[config.mk]
export PLATFORM = sky130hd
export DESIGN_NAME = hazard_tracker
export DESIGN_NICKNAME = d
export VERILOG_FILES = /design/src/rtl/hazard_tracker_pkg.sv /design/src/rtl/hazard_tracker_match.sv /design/src/rtl/hazard_tracker.sv
export SDC_FILE = /design/constraint.sdc
export NUM_CORES = 1
export LEC_CHECK = 0
export CAP_MARGIN = 10
export CORE_ASPECT_RATIO = 1.25
export CORE_UTILIZATION = 47
export CTS_CLUSTER_SIZE = 16
export DETAILED_ROUTE_END_ITERATION = 10
export PLACE_DENSITY = 0.74
export SYNTH_ARGS = -nofsm -noshare
export SYNTH_HDL_FRONTEND = slang
export SYNTH_SLANG_ARGS = --single-unit
[constraint.sdc]
create_clock -name clk -period 2.4 [get_ports clk]
set_clock_uncertainty 0.2 [all_clocks]
set_input_delay 0.24 -clock clk [delete_from_list [all_inputs] [get_ports clk]]
set_output_delay 0.24 -clock clk [all_outputs]
set_load 0.01 [all_outputs]
[src/rtl/hazard_tracker_pkg.sv]
// Shared constants, forwarding encodings and stage-record types for the
// P5 hazard tracker.
package hazard_tracker_pkg;

    localparam int TNEW_W = 4;
    localparam int REG_W  = 5;

    // A tuse of all-ones marks an operand the instruction never reads.
    localparam logic [TNEW_W-1:0] TUSE_NONE = {TNEW_W{1'b1}};

    // D-side forwarding selects
    localparam logic [1:0] FWD_RF   = 2'd0;
    localparam logic [1:0] FWD_M    = 2'd1;
    localparam logic [1:0] FWD_E    = 2'd2;
    // E-side forwarding selects (0 keeps the pipeline value, 1 is FWD_M)
    localparam logic [1:0] FWD_PIPE = 2'd0;
    localparam logic [1:0] FWD_W    = 2'd2;

    typedef struct packed {
        logic [REG_W-1:0]  dst;
        logic [TNEW_W-1:0] tnew;
        logic [REG_W-1:0]  rs;
        logic [REG_W-1:0]  rt;
    } e_stage_t;

    typedef struct packed {
        logic [REG_W-1:0]  dst;
        logic [TNEW_W-1:0] tnew;
        logic [REG_W-1:0]  rt;
    } m_stage_t;

    // Age a tnew by one stage, never wrapping below zero.
    function automatic logic [TNEW_W-1:0] tnew_dec(input logic [TNEW_W-1:0] t);
        return (t == '0) ? '0 : t - 1'b1;
    endfunction

endpackage

[src/rtl/hazard_tracker_match.sv]
// One source-vs-producer comparison: does this producer force a stall, or
// can its result be forwarded right now? Register 0 never matches.
module hazard_match
    import hazard_tracker_pkg::*;
(
    input  logic [REG_W-1:0]  i_src,
    input  logic [TNEW_W-1:0] i_tuse,
    input  logic [REG_W-1:0]  i_dst,
    input  logic [TNEW_W-1:0] i_tnew,
    output logic              o_stall_req,
    output logic              o_fwd_ok
);

    logic w_hit;

    assign w_hit       = (i_src != '0) && (i_dst == i_src);
    assign o_stall_req = w_hit && (i_tuse != TUSE_NONE) && (i_tnew > i_tuse);
    assign o_fwd_ok    = w_hit && (i_tnew == '0);

endmodule

[src/rtl/hazard_tracker.sv]
// Shadow E/M/W hazard state for the five-stage pipeline; produces the D-stage
// stall and every forwarding select. Holds no datapath values.
module hazard_tracker
    import hazard_tracker_pkg::*;
(
    input  logic              clk,
    input  logic              reset,
    input  logic [REG_W-1:0]  d_rs,
    input  logic [REG_W-1:0]  d_rt,
    input  logic [TNEW_W-1:0] d_tuse_rs,
    input  logic [TNEW_W-1:0] d_tuse_rt,
    input  logic [REG_W-1:0]  d_dst,
    input  logic [TNEW_W-1:0] d_tnew,
    output logic              stall,
    output logic [1:0]        fwd_d_rs,
    output logic [1:0]        fwd_d_rt,
    output logic [1:0]        fwd_e_rs,
    output logic [1:0]        fwd_e_rt,
    output logic              fwd_m_rt,
    output logic [31:0]       stall_cnt
);

    e_stage_t          r_e;
    m_stage_t          r_m;
    logic [REG_W-1:0]  r_w_dst;
    logic [31:0]       r_stall_cnt;

    logic w_stl_rs_e, w_stl_rs_m, w_stl_rt_e, w_stl_rt_m;
    logic w_fwd_rs_e, w_fwd_rs_m, w_fwd_rt_e, w_fwd_rt_m;
    logic w_fwd_ers_m, w_fwd_ers_w, w_fwd_ert_m, w_fwd_ert_w, w_fwd_mrt_w;
    // Stall requests of the downstream comparisons are meaningless (tuse is
    // TUSE_NONE there); collected here only so every pin is connected.
    logic [4:0] w_unused_stall;

    // D operands against producers in E and M: stall and D-side forwarding
    hazard_match u_rs_e (.i_src(d_rs), .i_tuse(d_tuse_rs), .i_dst(r_e.dst), .i_tnew(r_e.tnew),
                         .o_stall_req(w_stl_rs_e), .o_fwd_ok(w_fwd_rs_e));
    hazard_match u_rs_m (.i_src(d_rs), .i_tuse(d_tuse_rs), .i_dst(r_m.dst), .i_tnew(r_m.tnew),
                         .o_stall_req(w_stl_rs_m), .o_fwd_ok(w_fwd_rs_m));
    hazard_match u_rt_e (.i_src(d_rt), .i_tuse(d_tuse_rt), .i_dst(r_e.dst), .i_tnew(r_e.tnew),
                         .o_stall_req(w_stl_rt_e), .o_fwd_ok(w_fwd_rt_e));
    hazard_match u_rt_m (.i_src(d_rt), .i_tuse(d_tuse_rt), .i_dst(r_m.dst), .i_tnew(r_m.tnew),
                         .o_stall_req(w_stl_rt_m), .o_fwd_ok(w_fwd_rt_m));

    // E operands against M and W, M store data against W
    hazard_match u_ers_m (.i_src(r_e.rs), .i_tuse(TUSE_NONE), .i_dst(r_m.dst), .i_tnew(r_m.tnew),
                          .o_stall_req(w_unused_stall[0]), .o_fwd_ok(w_fwd_ers_m));
    hazard_match u_ers_w (.i_src(r_e.rs), .i_tuse(TUSE_NONE), .i_dst(r_w_dst), .i_tnew('0),
                          .o_stall_req(w_unused_stall[1]), .o_fwd_ok(w_fwd_ers_w));
    hazard_match u_ert_m (.i_src(r_e.rt), .i_tuse(TUSE_NONE), .i_dst(r_m.dst), .i_tnew(r_m.tnew),
                          .o_stall_req(w_unused_stall[2]), .o_fwd_ok(w_fwd_ert_m));
    hazard_match u_ert_w (.i_src(r_e.rt), .i_tuse(TUSE_NONE), .i_dst(r_w_dst), .i_tnew('0),
                          .o_stall_req(w_unused_stall[3]), .o_fwd_ok(w_fwd_ert_w));
    hazard_match u_mrt_w (.i_src(r_m.rt), .i_tuse(TUSE_NONE), .i_dst(r_w_dst), .i_tnew('0),
                          .o_stall_req(w_unused_stall[4]), .o_fwd_ok(w_fwd_mrt_w));

    // Combine comparisons into stall and priority-ordered forwarding selects
    always_comb begin
        stall    = w_stl_rs_e | w_stl_rs_m | w_stl_rt_e | w_stl_rt_m;

        fwd_d_rs = FWD_RF;
        if (w_fwd_rs_e)      fwd_d_rs = FWD_E;
        else if (w_fwd_rs_m) fwd_d_rs = FWD_M;

        fwd_d_rt = FWD_RF;
        if (w_fwd_rt_e)      fwd_d_rt = FWD_E;
        else if (w_fwd_rt_m) fwd_d_rt = FWD_M;

        fwd_e_rs = FWD_PIPE;
        if (w_fwd_ers_m)      fwd_e_rs = FWD_M;
        else if (w_fwd_ers_w) fwd_e_rs = FWD_W;

        fwd_e_rt = FWD_PIPE;
        if (w_fwd_ert_m)      fwd_e_rt = FWD_M;
        else if (w_fwd_ert_w) fwd_e_rt = FWD_W;

        fwd_m_rt = w_fwd_mrt_w;
    end

    assign stall_cnt = r_stall_cnt;

    // Advance stage shadows; a stall injects a bubble into E only
    always_ff @(posedge clk or negedge reset) begin
        if (!reset) begin
            r_e         <= '0;
            r_m         <= '0;
            r_w_dst     <= '0;
            r_stall_cnt <= '0;
        end else begin
            if (stall) begin
                r_e <= '0;
                if (r_stall_cnt != 32'hFFFF_FFFF) r_stall_cnt <= r_stall_cnt + 32'd1;
            end else begin
                r_e <= '{dst: d_dst, tnew: d_tnew, rs: d_rs, rt: d_rt};
            end
            r_m     <= '{dst: r_e.dst, tnew: tnew_dec(r_e.tnew), rt: r_e.rt};
            r_w_dst <= r_m.dst;
        end
    end

endmodule

==> run_1/layer_met1.png <==
Drawn at 4 px/um. Supply wires on this layer in grey.
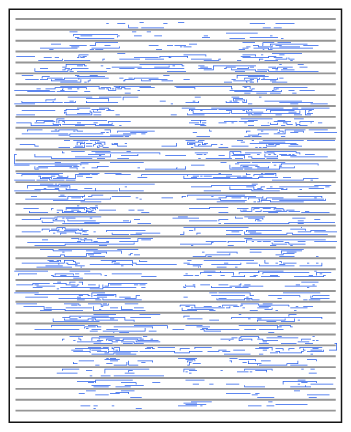
main direction = horizontal
wire length on this layer = 4160 um
share of all routed wire = 41%
longest straight run = 23.9 um
nets with wire on the layer = 493
GR Util met1: 0.2937
drt total wl: 10.21 mm
total number of vias: 3302

==> run_1/layer_met2.png <==
Drawn at 3 px/um. Cells faint in the background.
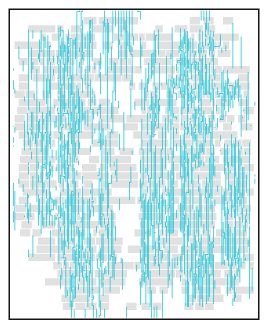
nets with wire on the layer = 498
longest straight run = 44.2 um
wire length on this layer = 5490 um
met2 usage in global routing: 0.4395

==> impl_metrics.tcl <==
# yosys + openroad results
set metrics [dict create \
    logic_area_mm2 0.002287 \
    warnings 28 \
    gp_congestion 0.8439 \
    edf_count 0 \
    outcome "finished with violations" \
    syn_avg_cell_area_um2 10.31 \
    yosys.stat.seqShare 0.4578 \
    port_buffers 70 \
    tns_ns -0.2074 \
    globalRoute.totalOverflow 0 \
    cp-start-kind "primary input" \
    violations "setup timing" \
    seq_area_mm2 0.001753 \
    power.leakage_nw 2.590 \
    max_freq_mhz 402.9 \
    syn_to_final_growth_pct 47.29 \
    cp_slowest_cell "clkdlybuf4s50_1" \
    setup_ws_ns -0.08229 \
    critical_path.cell_chain "clkdlybuf4s50_1, inv_1, ha_4, nor2b_4, o211ai_1, a21oi_1, a22oi_1, and3_4, inv_2, buf_6" \
    finalNetCount 553 \
    clk_pin_slew_ns 0.08 \
    wl_met2_mm 5.491 \
    lay_top_cells "dfrtp_1 (69), buf_4 (59), clkdlybuf4s50_1 (53), xor2_1 (44), xnor2_1 (30)" \
    min_to "r_e[2]" \
    p_sw_w 0.0009272 \
    worst-path-stages 10 \
    p_int_w 0.002050 \
    fp_nets 417 \
    finalSetupViolations 6 \
    synthArstFlopShare 1.000 \
    slowest_delay_ns 0.48 \
    die-height_um 102.9 \
    highest-signal-layer "met4" \
    cts_resized 78 \
    vdd_ir_drop_max_mv 0.3324 \
    postCtsSetupBuffers 8 \
    layoutNonFillerInstCount 607 \
    min_delay_path_depth 2 \
    cts_tree "yes" \
    cts_htree_levels 3 \
    criticalPathCategory "primary input to output port" \
    p_comb_frac 0.243 \
    yosysMostFrequentCell "dfrtp_1" \
]
==> run_1/layer_met3.png <==
Drawn at 4 px/um.
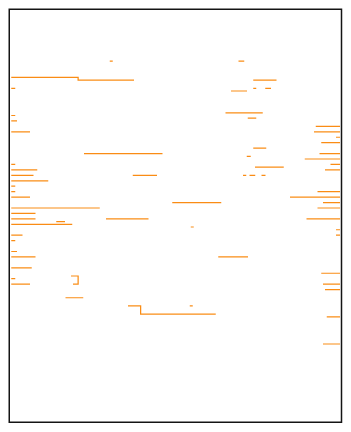
wire length on this layer = 349 um
main direction = horizontal
grt met3 use: 0.05044

## run 1: kinds of logic after synthesis
family | Yosys count
adders and majority gates | 17
buffers and inverters | 27
xor gates and xnor gates | 74
and+or+nand+nor | 164
AOI/OAI and AO/OA | 17
DFF | 70
muxes | 2
## run 1: registers in the layout, indices dropped and copies added, names as in the netlist
register,count
r_e,19
stall_cnt,32
r_m,14
r_w_dst,5
## run 1: cell type report
class                           instances  share of cell area
Inverter                               13            0.008659
Clock inverter                          7             0.01021
Timing Repair Buffer                  139              0.2211
Clock buffer                            9             0.02198
Tap cell                               95             0.02109
Multi-Input combinational cell        274              0.4059
Sequential cell                        70              0.3111
